Fig. 1: supply network
Bar = 20 um. Pins as bars on the die edge.
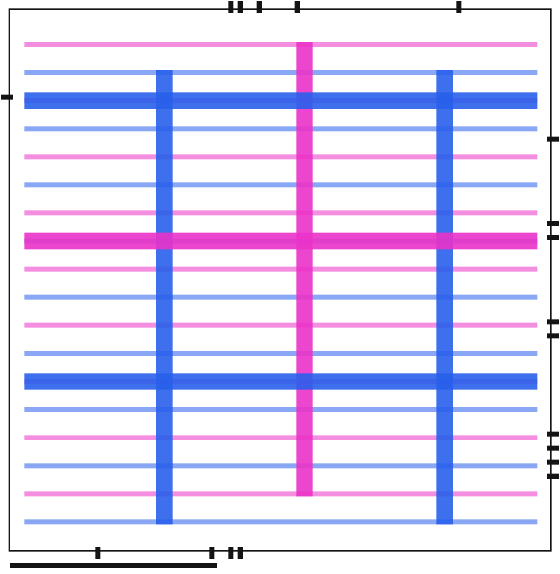
Fig. 2: placed standard cells
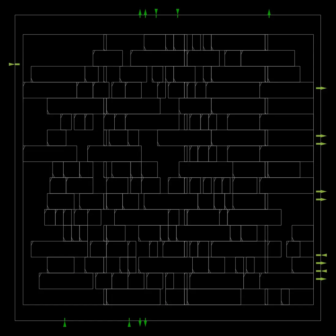
Fig. 3: routed clock nets over the placement
Bar = 20 um.
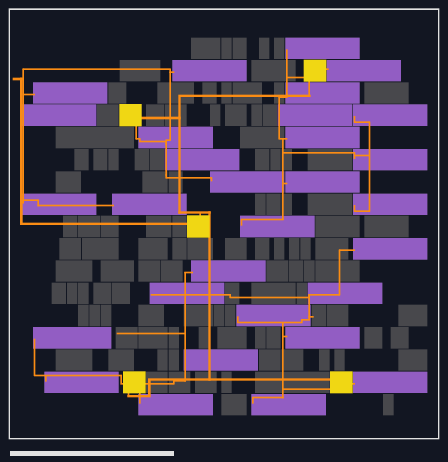
Fig. 4: signal wires by layer
Only two layers are drawn.
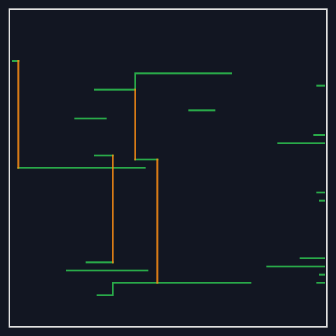
Fig. 5: placed cells, one color a class
Bar = 20 um.
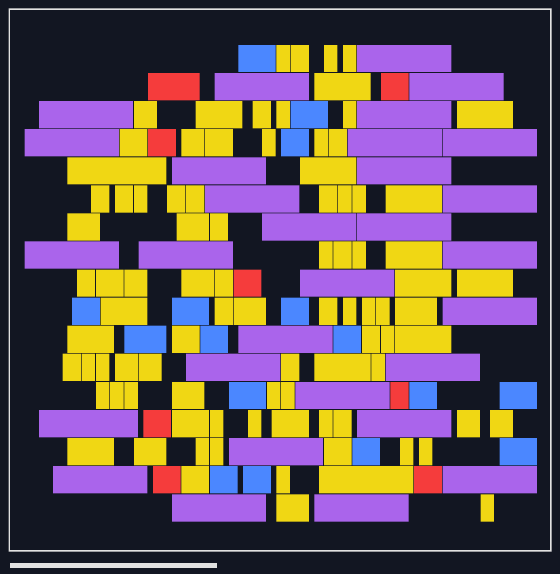
### config.mk
export PLATFORM = sky130hd
export DESIGN_NAME = sipo_frame_ctrl
export DESIGN_NICKNAME = d
export VERILOG_FILES = /design/src/rtl/sipo_frame_ctrl.sv
export SDC_FILE = /design/constraint.sdc
export NUM_CORES = 1
export LEC_CHECK = 0
export CAP_MARGIN = 10
export CORE_UTILIZATION = 55
export DETAILED_ROUTE_END_ITERATION = 16
export DONT_BUFFER_PORTS = 1
export GPL_TIMING_DRIVEN = 1
export HOLD_SLACK_MARGIN = 0.12
export PLACE_DENSITY = 0.74
export SYNTH_ARGS = -nofsm -noshare
export SYNTH_HDL_FRONTEND = slang
export SYNTH_SLANG_ARGS = --single-unit
### constraint.sdc
create_clock -name clk -period 1.4 [get_ports clk]
set_input_delay 0.14 -clock clk [delete_from_list [all_inputs] [get_ports clk]]
set_output_delay 0.14 -clock clk [all_outputs]
set_load 0.01 [all_outputs]
### src/rtl/sipo_frame_ctrl.sv
// ----------------------------------------------------------------------------
// sipo_frame_ctrl
//   Serial-in / parallel-out frame sequencer. A frame_start pulse arms the
//   capture, after which every bit_valid strobe shifts serial_in into a
//   DATA_W-bit register. Once the last bit arrives, the completed word goes to
//   a one-entry valid/ready output buffer. Frames that stall for TIMEOUT
//   consecutive cycles, or that are restarted early, are dropped and reported
//   with a one-cycle frame_err pulse. A word that completes while the buffer
//   still holds an unconsumed word is dropped and sets the sticky overflow flag.
//
// Parameters
//   DATA_W     bits per word (>= 2)
//   MSB_FIRST  1: first received bit lands in out_data[DATA_W-1]; 0: in out_data[0]
//   TIMEOUT    consecutive SHIFT cycles without bit_valid before abort (>= 1)
//
// Ports
//   clk          in   rising-edge clock
//   reset        in   asynchronous active-high reset
//   frame_start  in   begin a new word capture (restarts an ongoing one)
//   serial_in    in   serial data, sampled when bit_valid=1 in SHIFT
//   bit_valid    in   serial_in holds a valid bit this cycle
//   out_data     out  completed word, stable while out_valid=1
//   out_valid    out  out_data holds an unconsumed word
//   out_ready    in   consumer accepts when out_valid & out_ready
//   busy         out  capture in progress (SHIFT state)
//   frame_err    out  one-cycle pulse: frame aborted (timeout or restart)
//   overflow     out  sticky: completed word dropped because buffer was full
//   ovf_clear    in   synchronous clear of overflow (a new drop wins)
// ----------------------------------------------------------------------------
module sipo_frame_ctrl #(
   parameter int DATA_W    = 8,
   parameter int MSB_FIRST = 1,
   parameter int TIMEOUT   = 255
) (
   input  logic              clk,
   input  logic              reset,
   input  logic              frame_start,
   input  logic              serial_in,
   input  logic              bit_valid,
   output logic [DATA_W-1:0] out_data,
   output logic              out_valid,
   input  logic              out_ready,
   output logic              busy,
   output logic              frame_err,
   output logic              overflow,
   input  logic              ovf_clear
);

   localparam int CW = $clog2(DATA_W);
   localparam int IW = $clog2(TIMEOUT + 1);
   localparam logic [CW-1:0] LAST_BIT = CW'(DATA_W - 1);
   localparam logic [IW-1:0] IDLE_LIM = IW'(TIMEOUT - 1);

   typedef enum logic {S_IDLE, S_SHIFT} state_t;

   state_t            r_state, w_state_nxt;
   logic [DATA_W-1:0] r_sr;
   logic [DATA_W-1:0] w_sr_shift;
   logic [CW-1:0]     r_bit_cnt;
   logic [IW-1:0]     r_idle_cnt;
   logic [DATA_W-1:0] r_out_data;
   logic              r_out_valid;
   logic              r_frame_err;
   logic              r_overflow;
   logic              w_busy;
   logic              w_frame_err_nxt;
   logic              w_shift_bit;
   logic              w_complete;
   logic              w_timeout;
   logic              w_accept;

   assign w_shift_bit = (r_state == S_SHIFT) && bit_valid;
   assign w_complete  = w_shift_bit && (r_bit_cnt == LAST_BIT);
   // The idle count tracks cycles already spent idle, so the abort fires on
   // the TIMEOUT-th consecutive idle cycle.
   assign w_timeout   = (r_state == S_SHIFT) && !bit_valid && (r_idle_cnt == IDLE_LIM);
   assign w_accept    = r_out_valid && out_ready;
   assign w_sr_shift  = (MSB_FIRST != 0) ? {r_sr[DATA_W-2:0], serial_in}
                                         : {serial_in, r_sr[DATA_W-1:1]};

   always_ff @(posedge clk or posedge reset) begin
      if (reset) r_state <= S_IDLE;
      else       r_state <= w_state_nxt;
   end

   always_comb begin
      w_state_nxt     = r_state;
      w_busy          = 1'b0;
      w_frame_err_nxt = 1'b0;
      case (r_state)
         S_IDLE: begin
            if (frame_start) w_state_nxt = S_SHIFT;
         end
         S_SHIFT: begin
            w_busy = 1'b1;
            if (frame_start) begin
               // A restart on the last-bit cycle still delivers the word and
               // is a clean back-to-back start, not an error.
               w_state_nxt     = S_SHIFT;
               w_frame_err_nxt = !w_complete;
            end else if (w_complete || w_timeout) begin
               w_state_nxt = S_IDLE;
            end
            if (w_timeout) w_frame_err_nxt = 1'b1;
         end
         default: w_state_nxt = S_IDLE;
      endcase
   end

   always_ff @(posedge clk or posedge reset) begin
      if (reset) begin
         r_sr       <= '0;
         r_bit_cnt  <= '0;
         r_idle_cnt <= '0;
      end else if (frame_start) begin
         r_sr       <= '0;
         r_bit_cnt  <= '0;
         r_idle_cnt <= '0;
      end else if (r_state == S_SHIFT) begin
         if (bit_valid) begin
            r_sr       <= w_sr_shift;
            r_bit_cnt  <= w_complete ? '0 : r_bit_cnt + 1'b1;
            r_idle_cnt <= '0;
         end else begin
            r_idle_cnt <= w_timeout ? '0 : r_idle_cnt + 1'b1;
         end
      end
   end

   // A slot frees up in the same cycle the consumer takes the held word, so a
   // completion coinciding with a transfer still loads.
   always_ff @(posedge clk or posedge reset) begin
      if (reset) begin
         r_out_data  <= '0;
         r_out_valid <= 1'b0;
         r_overflow  <= 1'b0;
         r_frame_err <= 1'b0;
      end else begin
         r_frame_err <= w_frame_err_nxt;
         if (w_complete && (!r_out_valid || w_accept)) begin
            r_out_data  <= w_sr_shift;
            r_out_valid <= 1'b1;
         end else if (w_accept) begin
            r_out_valid <= 1'b0;
         end
         if (w_complete && r_out_valid && !out_ready) r_overflow <= 1'b1;
         else if (ovf_clear)                          r_overflow <= 1'b0;
      end
   end

   assign out_data  = r_out_data;
   assign out_valid = r_out_valid;
   assign busy      = w_busy;
   assign frame_err = r_frame_err;
   assign overflow  = r_overflow;

endmodule

==> Changelog: implementation <==
### Metrics

- HPWL after detailed placement: 1780 um
- CP bufs+invs: 0
- Clock Path Buffers: 2
- Inserted Diodes: 0
- Biggest area consumer among synthesized cells: dfrtp_1
- Arrival @ worst endpoint: 1610 ps
- Worst slew margin: 64.2%
- Num ports: 19
- Crit-path slowest cell: dfrtp_1
- Startpoint Class: flip-flop
- Critical Path Source: r_bit_cnt[0]
- Fillers: 159
- Cell with the most instances after synthesis: dfrtp_1
- Number of remaining DRC errors: 0
- DR iter-0 viols: 9
- Critical path class: reg -> reg
- Unique cell types: 33
- Max Cap Viol: 0
- Crit path required time: 1630 ps
- CP Capture Type: flip-flop
- Worst hold path class: in -> reg
- Yosys top cell area share: 54.0%
- Worst-path maximum fanout: 8
- Post-layout net count: 153
- Setup tns final: 0 ps
- I/O Buffers: 0
- DP Area: 0.00146 mm2
- Syn avg cell area: 11.1 um2
- GPL Wtd Cong: 0.720
- Final Hold Viols: 0
- Status: completed
- Syn. warnings: 0
- Leak: 0.730 nW
- Post-synth top flop: dfrtp_1
- Number of OpenROAD warnings: 28
- Share of cells above drive strength 1: 27.3%
- Area growth from synthesis to layout: 16.5%
- Yosys chip area: 0.00139 mm2
- Finish-stage setup viols: 0
- Critical path's largest stage delay: 370 ps
- Root buf cell: clkbuf_4
- Number of antenna violations at the first check in global routing: 0
- # Cells Yosys: 125
- CP Cell Sequence: ha_2 -> ha_4 -> and3_4 -> mux2_4
- Achievable frequency: 724 MHz
- Worst r2r src: r_bit_cnt[0]
- Clk sinks: 30
- Mapped Area: 0.00139 mm2
- Asr flop ratio synth: 100%
- Flip-flop and latch area: 752 um2
- Die area: 0.00273 mm2
- H-Tree Depth: 2
- Largest net degree at the start of global routing: 31
- Via density: 5.61
- Final Max-Slew Violation Tally: 0
- FP Util: 60.6%
- Synth Register Bits: 30
- First drt pass iteration count: 6
- TritonCTS Buffers: 5
- Worst Max-Slew Pin Slew: 536 ps
- Logic area: 621 um2
- Flip-flops with a built-in enable: 0
- Worst-path clk slew: 100 ps
- First-pass GRT wire length: 4400 um
- Final setup margin: 18.6 ps
- Pwr dens: 956 mW/mm2
- Post-layout period usage: 98.7%
- Hold path startpoint: frame_start
- Number of global-route vias before repair: 938
- Syn Inst Count: 125
- Top cells by area: dfrtp_1 (54%), mux2_4 (8.6%), nand2_1 (7.0%)
- RSZ-0062 raised after global routing: true
- Final total power: 1.55 mW
- CTS tree: done
- Final ANT Viol Nets: 0
- Fraction of the yosys area taken by sequential cells: 54.0%
- Post-layout minimum cycle time: 1380 ps
- DP Worst Slack: -9.54 ps
Back to the opening pictures, Fig. 1:
net	color
VDD	magenta
VSS	blue
met1 rails	18
met5 straps	3
Die W: 52.3 um
Placeable Area: 0.00230 mm2
Max VDD drop: 0.807 mV

Back to the opening pictures, Fig. 2:
fraction of area in registers: 46.4%
non-filler cells, final: 171

Back to the opening pictures, Fig. 3:
[flip-flops] purple | count: 30
[clock wires] orange | length: 386 um
[clock-net drivers] yellow | count: 5
routed clock nets	6
power share of the clock group: 35.9%
Setup Skew: 6.67 ps
Clk. pwr: 0.556 mW
clk ins delay skew pair: 340 ps

Back to the opening pictures, Fig. 4:
layer	color	wire length
M4	orange	67.3 um
M3	green	135 um
Via Count: 959
total track usage: 23.3%
Detailed Route WL: 2650 um
Avg WL per Cell: 15.5 um

Back to the opening pictures, Fig. 5:
class	color	cells	share of their area
clock drivers and dummy loads	red	8	4.0%
remaining logic cells	yellow	89	40%
registers	purple	30	47%
remaining buffers and delay cells	blue	16	8.8%
Core Util, Final: 70.6%
final instance area: 0.00162 mm2
num rows: 17

worst reg2reg max path: cells and delay by family, from the launching register on:
family	cells	cell delay, ps
adder cells (fa/ha/maj)	2	330
AND/OR/NAND/NOR	1	270
flip-flops	1	370
multiplexers	1	320
power breakdown:
group | total (mW) | internal (mW) | switching [mW]
Clock | 0.556 | 0.241 | 0.315
Sequential | 0.891 | 0.879 | 0.0122
Combinational | 0.103 | 0.0464 | 0.0571
flip-flops by register name (all words and copies together), names as in the netlist:
register    count
out_data        8
overflow        1
r_state         1
r_idle_cnt      8
r_bit_cnt       3
out_valid       1
frame_err       1
r_sr            7
layer usage:
layer / up-vias / track usage [%] / wire [um]
met2: 25 / 37.8 / 1340
li1: 466 / - / -
met5: - / 0 / 0
met3: 8 / 8.41 / 135
met4: 0 / 11.8 / 67
met1: 460 / 26.7 / 1110
cells in the final DEF (no fill, tap or decap), types with 2 or more instances in the layout:
cell / n
buf_4: 9
mux2_4: 8
ha_1: 2
dfrtp_1: 29
o21ai_0: 4
inv_1: 2
clkbuf_4: 5
nor2_1: 4
xor2_1: 3
or3_1: 3
dlygate4sd3_1: 6
a22oi_1: 3
a21oi_1: 12
nand2_1: 26
final timing paths:
| path | to | slack, ps | cells after the start |
|---|---|---|---|
| hold reg to reg | out_data[7] | 530 | 1 |
| hold / removal | r_idle_cnt[4] | 140 | 3 |
| max in group asynchronous | r_idle_cnt[1] | 790 | 3 |
| setup / recovery | out_data[4] | 20 | 4 |
| min in group asynchronous | r_sr[0] | 310 | 3 |
| setup reg to reg | out_data[4] | 20 | 4 |
through the flow:
step	hold slack (ps)	cells
2_1_floorplan	231	125
3_3_place_gp	120	154
3_5_place_dp	140	154
4_1_cts	126	169
5_1_grt	149	171
6_report	143	171
what timing repair did:
action / in CTS / in global routing
buffers inserted: 1 / 2
hold buffers: 6 / 0
endpoints found under the setup margin: 8 / 11
resized: 0 / 6
pin swaps: 0 / 1
endpoints found under the hold margin: 53 / 0
cells by family after synthesis:
| family | count (synthesis) | synth area share, % |
|---|---|---|
| DFF | 30 | 54.0 |
| buffers and inverters | 9 | 3.60 |
| AOI/OAI and AO/OA | 28 | 13.6 |
| and+or+nand+nor | 42 | 14.0 |
| muxes | 9 | 9.35 |
| adders and majority gates | 4 | 3.60 |
| xor gates and xnor gates | 3 | 1.89 |
cell type report:
| type | count | area share [%] |
|---|---|---|
| clock inverters | 2 | 0.772 |
| clock buffers | 6 | 3.16 |
| inverters | 3 | 0.694 |
| well taps | 28 | 2.16 |
| multi-input cells | 86 | 38.3 |
| repair buffers | 16 | 8.56 |
| flip-flops and latches | 30 | 46.4 |
Power is estimated from default activity; no workload was simulated.
